`config.mk`:
```
export PLATFORM = sky130hd
export DESIGN_NAME = daub6_synth_fixed
export DESIGN_NICKNAME = d
export VERILOG_FILES = /design/src/rtl/daub6_pkg.sv /design/src/rtl/daub6_poly3_mac.sv /design/src/rtl/daub6_synth_fixed.sv
export SDC_FILE = /design/constraint.sdc
export NUM_CORES = 2
export LEC_CHECK = 0
export CAP_MARGIN = 15
export CORE_ASPECT_RATIO = 1.75
export CORE_MARGIN = 4
export CORE_UTILIZATION = 45
export CTS_BUF_LIST = sky130_fd_sc_hd__clkbuf_8
export DETAILED_ROUTE_END_ITERATION = 6
export GPL_ROUTABILITY_DRIVEN = 1
export PLACE_DENSITY_LB_ADDON = 0.15
export SETUP_SLACK_MARGIN = 0.15
export SYNTH_ARGS = -nofsm -noshare
export SYNTH_HDL_FRONTEND = slang
export SYNTH_SLANG_ARGS = --single-unit
```
`constraint.sdc`:
```
create_clock -name clk -period 21.7 [get_ports clk]
set_input_delay 4.34 -clock clk [delete_from_list [all_inputs] [get_ports clk]]
set_output_delay 4.34 -clock clk [all_outputs]
set_load 0.03 [all_outputs]
```
`src/rtl/daub6_pkg.sv`:
```
// rtl/daub6_pkg.sv - shared Q15 Daubechies-6 coefficients, widths, rounding and serializer state
package daub6_pkg;

  localparam int D6_DATA_WIDTH = 16;
  localparam int D6_FRAC_BITS  = 15;
  localparam int D6_ACC_WIDTH  = 35;

  typedef logic signed [15:0] coef_t;

  // Low-pass (h) and high-pass (g) Q15 taps, identical to the analysis side.
  localparam coef_t H0 =  16'sd1155;
  localparam coef_t H1 = -16'sd2796;
  localparam coef_t H2 = -16'sd4423;
  localparam coef_t H3 =  16'sd15058;
  localparam coef_t H4 =  16'sd26440;
  localparam coef_t H5 =  16'sd10898;

  localparam coef_t G0 =  16'sd10898;
  localparam coef_t G1 = -16'sd26440;
  localparam coef_t G2 =  16'sd15058;
  localparam coef_t G3 =  16'sd4423;
  localparam coef_t G4 = -16'sd2796;
  localparam coef_t G5 = -16'sd1155;

  // Half an LSB of the output scale, added before the rescale shift.
  function automatic int round_const(input int frac_bits);
    return 1 << (frac_bits - 1);
  endfunction

  localparam int D6_ROUND_CONST = round_const(D6_FRAC_BITS);

  typedef enum logic [1:0] {
    SER_IDLE = 2'd0,
    SER_EVEN = 2'd1,
    SER_ODD  = 2'd2
  } ser_state_t;

endpackage

```
`src/rtl/daub6_poly3_mac.sv`:
```
// rtl/daub6_poly3_mac.sv - one synthesis phase: 3 a-taps + 3 d-taps, registered products, rounded sum (DAUB6_SYNTH_SAT_EN selects saturation)
module daub6_poly3_mac
  import daub6_pkg::*;
#(
  parameter int    DATA_WIDTH      = D6_DATA_WIDTH,
  parameter int    FRACTIONAL_BITS = D6_FRAC_BITS,
  parameter int    ACC_WIDTH       = D6_ACC_WIDTH,
  parameter coef_t CA0             = '0,
  parameter coef_t CA1             = '0,
  parameter coef_t CA2             = '0,
  parameter coef_t CD0             = '0,
  parameter coef_t CD1             = '0,
  parameter coef_t CD2             = '0
) (
  input  logic                         clk,
  input  logic                         rst_n,
  input  logic                         adv,
  input  logic signed [DATA_WIDTH-1:0] a0,
  input  logic signed [DATA_WIDTH-1:0] a1,
  input  logic signed [DATA_WIDTH-1:0] a2,
  input  logic signed [DATA_WIDTH-1:0] d0,
  input  logic signed [DATA_WIDTH-1:0] d1,
  input  logic signed [DATA_WIDTH-1:0] d2,
  output logic signed [DATA_WIDTH-1:0] y,
  output logic                         clip
);

  localparam int PW = DATA_WIDTH + $bits(coef_t);
  localparam logic signed [ACC_WIDTH-1:0] RND = ACC_WIDTH'(round_const(FRACTIONAL_BITS));

  logic signed [PW-1:0]         prod [6];
  logic signed [ACC_WIDTH-1:0]  sum;
  logic signed [ACC_WIDTH-1:0]  rnd;
  logic signed [ACC_WIDTH-1:0]  sh;
  logic signed [DATA_WIDTH-1:0] y_next;
  logic                         clip_next;

  // S2: register the six Q30 products when the pipeline advances
  always_ff @(posedge clk or negedge rst_n) begin
    if (!rst_n) begin
      for (int i = 0; i < 6; i++) prod[i] <= '0;
    end else if (adv) begin
      prod[0] <= PW'(a0) * PW'(CA0);
      prod[1] <= PW'(a1) * PW'(CA1);
      prod[2] <= PW'(a2) * PW'(CA2);
      prod[3] <= PW'(d0) * PW'(CD0);
      prod[4] <= PW'(d1) * PW'(CD1);
      prod[5] <= PW'(d2) * PW'(CD2);
    end
  end

  // Accumulate, add half an LSB, rescale back to Q15
  always_comb begin
    sum = '0;
    for (int i = 0; i < 6; i++) sum = sum + ACC_WIDTH'(prod[i]);
    rnd = sum + RND;
    sh  = rnd >>> FRACTIONAL_BITS;
  end

`ifdef DAUB6_SYNTH_SAT_EN
  localparam logic signed [ACC_WIDTH-1:0] SMAX = ACC_WIDTH'((1 << (DATA_WIDTH - 1)) - 1);
  localparam logic signed [ACC_WIDTH-1:0] SMIN = -SMAX - 1;

  // Clamp to the signed output range and flag any clipping
  always_comb begin
    y_next    = sh[DATA_WIDTH-1:0];
    clip_next = 1'b0;
    if (sh > SMAX) begin
      y_next    = SMAX[DATA_WIDTH-1:0];
      clip_next = 1'b1;
    end else if (sh < SMIN) begin
      y_next    = SMIN[DATA_WIDTH-1:0];
      clip_next = 1'b1;
    end
  end
`else
  logic unused_sh_hi;
  assign unused_sh_hi = ^sh[ACC_WIDTH-1:DATA_WIDTH];

  // Wrap-around narrowing keeps the low output bits
  always_comb begin
    y_next    = sh[DATA_WIDTH-1:0];
    clip_next = 1'b0;
  end
`endif

  // S3: register the narrowed phase sample
  always_ff @(posedge clk or negedge rst_n) begin
    if (!rst_n) begin
      y    <= '0;
      clip <= 1'b0;
    end else if (adv) begin
      y    <= y_next;
      clip <= clip_next;
    end
  end

endmodule

```
`src/rtl/daub6_synth_fixed.sv`:
```
// rtl/daub6_synth_fixed.sv - Q15 Daubechies-6 synthesis stage, a/d pairs in, even/odd samples out (DAUB6_SYNTH_SAT_EN enables saturation)
module daub6_synth_fixed
  import daub6_pkg::*;
#(
  parameter int DATA_WIDTH      = D6_DATA_WIDTH,
  parameter int FRACTIONAL_BITS = D6_FRAC_BITS,
  parameter int ACC_WIDTH       = D6_ACC_WIDTH
) (
  input  logic                         clk,
  input  logic                         rst_n,
  input  logic                         in_valid,
  output logic                         in_ready,
  input  logic signed [DATA_WIDTH-1:0] in_a,
  input  logic signed [DATA_WIDTH-1:0] in_d,
  input  logic                         hist_clr,
  output logic                         out_valid,
  input  logic                         out_ready,
  output logic signed [DATA_WIDTH-1:0] out_data,
  output logic                         out_odd,
  output logic                         sat_flag
);

  logic accept, adv, load;
  logic v1, v2, v3;
  logic signed [DATA_WIDTH-1:0] a0_q, a1_q, a2_q, d0_q, d1_q, d2_q;
  logic signed [DATA_WIDTH-1:0] even_y, odd_y, even_buf, odd_buf;
  logic even_clip, odd_clip;
  ser_state_t state, state_nxt;

  // The pipeline moves whenever S3 is empty or its pair is being handed to the buffer.
  assign load     = v3 && ((state == SER_IDLE) || ((state == SER_ODD) && out_ready));
  assign adv      = !v3 || load;
  assign in_ready = adv;
  assign accept   = in_valid && adv;

  // S1: a/d history shifts on acceptance; a clear drops the older taps
  always_ff @(posedge clk or negedge rst_n) begin
    if (!rst_n) begin
      a0_q <= '0; a1_q <= '0; a2_q <= '0;
      d0_q <= '0; d1_q <= '0; d2_q <= '0;
    end else if (accept) begin
      a0_q <= in_a;
      d0_q <= in_d;
      a1_q <= hist_clr ? '0 : a0_q;
      a2_q <= hist_clr ? '0 : a1_q;
      d1_q <= hist_clr ? '0 : d0_q;
      d2_q <= hist_clr ? '0 : d1_q;
    end else if (hist_clr) begin
      a0_q <= '0; a1_q <= '0; a2_q <= '0;
      d0_q <= '0; d1_q <= '0; d2_q <= '0;
    end
  end

  // Valid bits travel with the data through S1..S3
  always_ff @(posedge clk or negedge rst_n) begin
    if (!rst_n) begin
      v1 <= 1'b0;
      v2 <= 1'b0;
      v3 <= 1'b0;
    end else if (adv) begin
      v1 <= accept;
      v2 <= v1;
      v3 <= v2;
    end
  end

  daub6_poly3_mac #(
    .DATA_WIDTH(DATA_WIDTH), .FRACTIONAL_BITS(FRACTIONAL_BITS), .ACC_WIDTH(ACC_WIDTH),
    .CA0(H0), .CA1(H2), .CA2(H4), .CD0(G0), .CD1(G2), .CD2(G4)
  ) u_even (
    .clk(clk), .rst_n(rst_n), .adv(adv),
    .a0(a0_q), .a1(a1_q), .a2(a2_q), .d0(d0_q), .d1(d1_q), .d2(d2_q),
    .y(even_y), .clip(even_clip)
  );

  daub6_poly3_mac #(
    .DATA_WIDTH(DATA_WIDTH), .FRACTIONAL_BITS(FRACTIONAL_BITS), .ACC_WIDTH(ACC_WIDTH),
    .CA0(H1), .CA1(H3), .CA2(H5), .CD0(G1), .CD1(G3), .CD2(G5)
  ) u_odd (
    .clk(clk), .rst_n(rst_n), .adv(adv),
    .a0(a0_q), .a1(a1_q), .a2(a2_q), .d0(d0_q), .d1(d1_q), .d2(d2_q),
    .y(odd_y), .clip(odd_clip)
  );

  // Pair buffer captures both phases so S3 can refill while they drain
  always_ff @(posedge clk or negedge rst_n) begin
    if (!rst_n) begin
      even_buf <= '0;
      odd_buf  <= '0;
    end else if (load) begin
      even_buf <= even_y;
      odd_buf  <= odd_y;
    end
  end

  // Serializer state register
  always_ff @(posedge clk or negedge rst_n) begin
    if (!rst_n) state <= SER_IDLE;
    else        state <= state_nxt;
  end

  // Serializer next state and output mux: even beat first, then odd
  always_comb begin
    state_nxt = state;
    out_valid = 1'b0;
    out_data  = '0;
    out_odd   = 1'b0;
    case (state)
      SER_IDLE: begin
        if (load) state_nxt = SER_EVEN;
      end
      SER_EVEN: begin
        out_valid = 1'b1;
        out_data  = even_buf;
        if (out_ready) state_nxt = SER_ODD;
      end
      SER_ODD: begin
        out_valid = 1'b1;
        out_data  = odd_buf;
        out_odd   = 1'b1;
        if (out_ready) state_nxt = load ? SER_EVEN : SER_IDLE;
      end
      default: state_nxt = SER_IDLE;
    endcase
  end

`ifdef DAUB6_SYNTH_SAT_EN
  logic even_clip_buf, odd_clip_buf, sat_q;

  // Clip flags follow their samples into the pair buffer
  always_ff @(posedge clk or negedge rst_n) begin
    if (!rst_n) begin
      even_clip_buf <= 1'b0;
      odd_clip_buf  <= 1'b0;
    end else if (load) begin
      even_clip_buf <= even_clip;
      odd_clip_buf  <= odd_clip;
    end
  end

  // Sticky flag sets once a clipped sample is on the output
  always_ff @(posedge clk or negedge rst_n) begin
    if (!rst_n) sat_q <= 1'b0;
    else        sat_q <= sat_q | ((state == SER_EVEN) && even_clip_buf)
                               | ((state == SER_ODD) && odd_clip_buf);
  end

  assign sat_flag = sat_q;
`else
  logic unused_clip;
  assign unused_clip = even_clip ^ odd_clip;
  assign sat_flag    = 1'b0;
`endif

endmodule

```
blocks.png
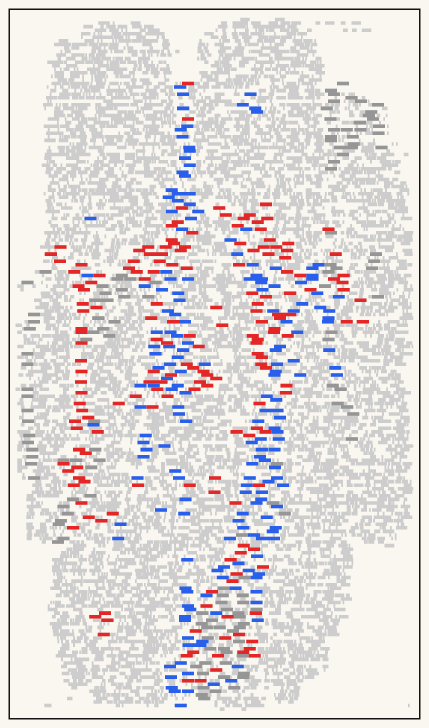
blue -> `u_even`  # sequential cells 185
red -> `u_odd`  # sequential cells 178
not colored = 133

floorplan.png
The bar under the picture is 100 um long. Pins as bars on the die edge. Tap cells in gray.
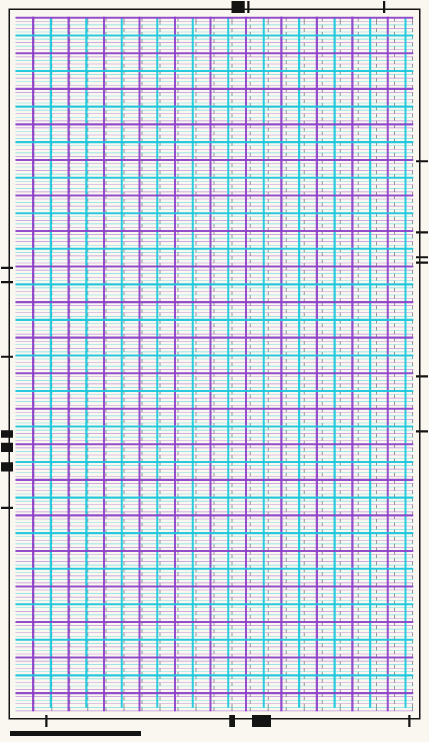
cyan -> VDD
purple -> VSS
met1 rails = 196
met4 straps = 22
tap cells = 2167
rows = 195

==> flow_metrics.py <==
# Auto-generated metrics
metrics = {
    "synth": {
        "syn_area_per_cell_um2": 9.394,
        "ys_cells": 7799,
        "ys.flops": 496,
        "fa_ha_area_share_pct": 48.94,
        "ys_sh_mux_pct": 0.7771,
        "synth_cells": 7799,
        "ys_sh_simple_pct": 7.441,
        "postSynthSeqShare_pct": 16.94,
        "edf_count": 0,
        "fp_nets": 10080,
        "synth_cell_type_count": 89,
        "ff_type": "dfrtp_1",
        "synth_area_um2": 73260,
        "logic_family": "adder cells",
        "ys_async_sr_fraction_pct": 100.0,
        "synth_warnings": 0,
        "ys_sh_aoi_pct": 10.54,
    },
    "clocking": {
        "clk_pin_slew_ps": 60,
        "cts_hold_buf": 0,
        "clock_latency_ps": 830,
        "htreeDepth": 3,
        "clock_sinks": 496,
        "cts_resized": 0,
        "cts-root-buf": "clkbuf_8",
        "tritoncts": "done",
        "clockBufferDepth": 3,
        "cts_made_buffers": 84,
        "postCtsSetupBuffers": 0,
    },
    "grt": {
        "grt_max_degree": 212,
        "first_global_vias": 56420,
        "grt_pass1_wl_um": 336100,
        "grt.overflow.total": 0,
        "antenna_found_initial": 4,
    },
    "floorplanning": {
        "fp_util_pct": 45.36,
        "die_w_um": 313.0,
        "row_count": 195,
        "die_y_um": 541.8,
        "core_area_um2": 161500,
        "io_pins": 57,
    },
    "final_timing": {
        "setup_violations": 0,
        "period_used_pct": 49.49,
        "hold_violations": 0,
        "rsz0062_at_grt": "no",
        "finalClockSkew_ps": 80.41,
        "fin_crit_ps": 10740,
        "finalMaxSlewViolations": 0,
        "slew_headroom_pct": 24.68,
        "fmax_ghz": 0.09312,
        "setup_tns_ps": 0,
    },
    "finish": {
        "fin_nets": 10140,
        "fin_util_pct": 48.46,
        "drive_gt1_share_pct": 3.524,
        "comb_area_um2": 52870,
        "largest_register": "u_even.prod",
        "largestRegisters": "u_even.prod x169, u_odd.prod x162",
        "syn2layout_area_growth_pct": 6.848,
        "regArea_um2": 12410,
        "nFillCells": 15640,
        "largest_register_ffs": 169,
    },
    "worst_setup_path": {
        "path_common_cell": "clkdlybuf4s50_1",
        "cp_top_family": "buffers and inverters",
        "critPathArrivalTime_ps": 6400,
        "crit_path_start_kind": "primary input",
        "crit_chain": "clkdlybuf4s50_1, a21oi_1, and2_4, inv_8, clkdlybuf4s50_1",
        "regToRegSetupSlack_ps": 14580,
        "endpoint_kind": "output port",
        "r2r-start": "d1_q[7]",
        "r2r-end": "u_even.prod[62]",
        "slowest_stage": "clkdlybuf4s50_1",
        "worstPathRequired_ps": 17360,
        "path_max_fanout": 61,
        "rr_worst_depth": 20,
        "cp_slowest_stage_delay_ps": 760,
        "path_class": "in -> out",
    },
    "routing": {
        "drc": 1,
        "antenna_left": 0,
        "post_drt_wl_per_cell_um": 22.00,
        "drt_wl_total_um": 221900,
        "drt_pass1_iterations": 7,
        "first_iter_violations": 2627,
        "routed-via-count": 52440,
        "via_per_inst": 5.198,
    },
    "place": {
        "detailed_place_hpwl_um": 189000,
        "port_buffers": 55,
    },
    "flow_run": {
        "drv_cap": 0,
        "warnings": 128,
    },
    "min_path": {
        "hold_start": "v2",
        "holdPathStages": 2,
        "hp-class": "reg -> reg",
        "whs_endpoint": "v2",
    },
    "outcome": {
        "status": "finished, violations left",
        "violations": "DRC",
    },
}
port_trees.png
The bar under the picture is 100 um long.
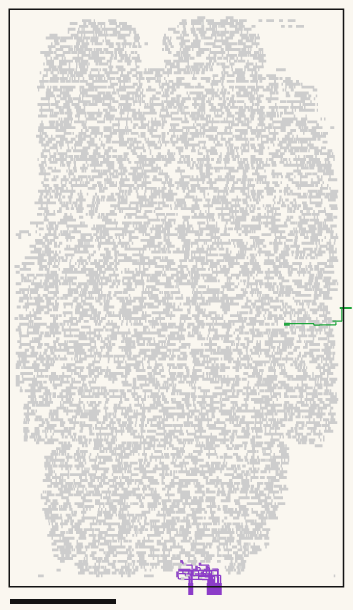
green -> `in_valid`  # bits 1, direction input, edge east, end cells 2, buffers 1, wire 74.0 um
purple -> `out_data`  # bits 16, direction output, edge south, end cells 16, buffers 16, wire 412 um

==> synthesized netlist by cell type, drive strengths merged (25+ instances only) <==
master  instances  area share, %
xnor2         210            2.5
nand3          67           0.46
o31ai          65           0.67
clkbuf        130           0.69
a22oi          25           0.26
a211oi         59           0.61
a21oi         452            3.1
o21a           39           0.40
xor2          160            1.9
nor2          302            1.5
fa           1039             28
nand2b         40           0.34
inv          1972             10
a21o          117            1.2
a31oi          38           0.35
nand2         641            3.3
o21bai         34           0.35
mux2           39           0.60
o21ai         291            2.0
nor3           47           0.32
nor2b          29           0.25
o211ai         27           0.28
dfrtp         496             17
ha           1203             21
==> area by class of cell <==
class	instances	share of cell area, %
diodes	2	0.006394
clock buffers	98	1.723
clock inverters	50	0.6074
inverters	1973	9.470
multi-input cells	5184	67.54
flip-flops and latches	496	15.86
well taps	2167	3.464
repair buffers	117	1.330
==> layout by cell type (no fill, tap or decap), types with 67 or more instances in the layout <==
master / Yosys / routed
a21o_1: 114 / 114
a21oi_1: 452 / 452
clkbuf_8: 2 / 98
dfrtp_1: 496 / 494
fa_1: 1039 / 1039
ha_1: 1203 / 1203
inv_1: 1971 / 1993
nand2_1: 641 / 640
nand3_1: 67 / 67
nor2_1: 302 / 302
o21ai_0: 288 / 288
xnor2_1: 210 / 210
xor2_1: 160 / 160
==> how the worst max path moves through the flow <==
stage | startpoint | to | depth (start not counted)
2_1_floorplan | out_ready | in_ready | 6
3_3_place_gp | out_ready | in_ready | 5
3_5_place_dp | out_ready | in_ready | 5
4_1_cts | out_ready | in_ready | 5
5_1_grt | out_ready | in_ready | 5
6_report | out_ready | in_ready | 5
==> through the flow <==
stage | instance area, um2 | std cells | setup slack (ps) | hold WS [ps]
2_1_floorplan | 73260 | 7799 | 11800 | 430.0
3_3_place_gp | 76440 | 9936 | 10940 | 449.5
3_5_place_dp | 76450 | 9937 | 10950 | 467.4
4_1_cts | 78270 | 10090 | 10940 | 481.1
5_1_grt | 78280 | 10090 | 10860 | 488.3
6_report | 78280 | 10090 | 10960 | 479.4
==> per-layer routing <==
layer	vias up	track usage, %	part of all wire (%)
li1	24670	-	-
met2	1007	51.20	55
met1	26250	27.06	34
met3	506	2.094	2.4
met5	-	0	0.0054
met4	2	18.14	8.6
==> cells by family (layout without fill, tap and decap cells) <==
family | count (synthesis) | count (layout)
adders and majority gates | 2242 | 2242
buffers and inverters | 2119 | 2238
and+or+nand+nor | 1263 | 1263
AOI/OAI and AO/OA | 1255 | 1255
DFF | 496 | 496
xor gates and xnor gates | 371 | 371
muxes | 52 | 52
other | 1 | 3
==> tightest hold or removal path, cell delays in order, from the launching register on <==
cell	delay (ps)
dfrtp_1	340
nand2_1	60
nand2_1	50
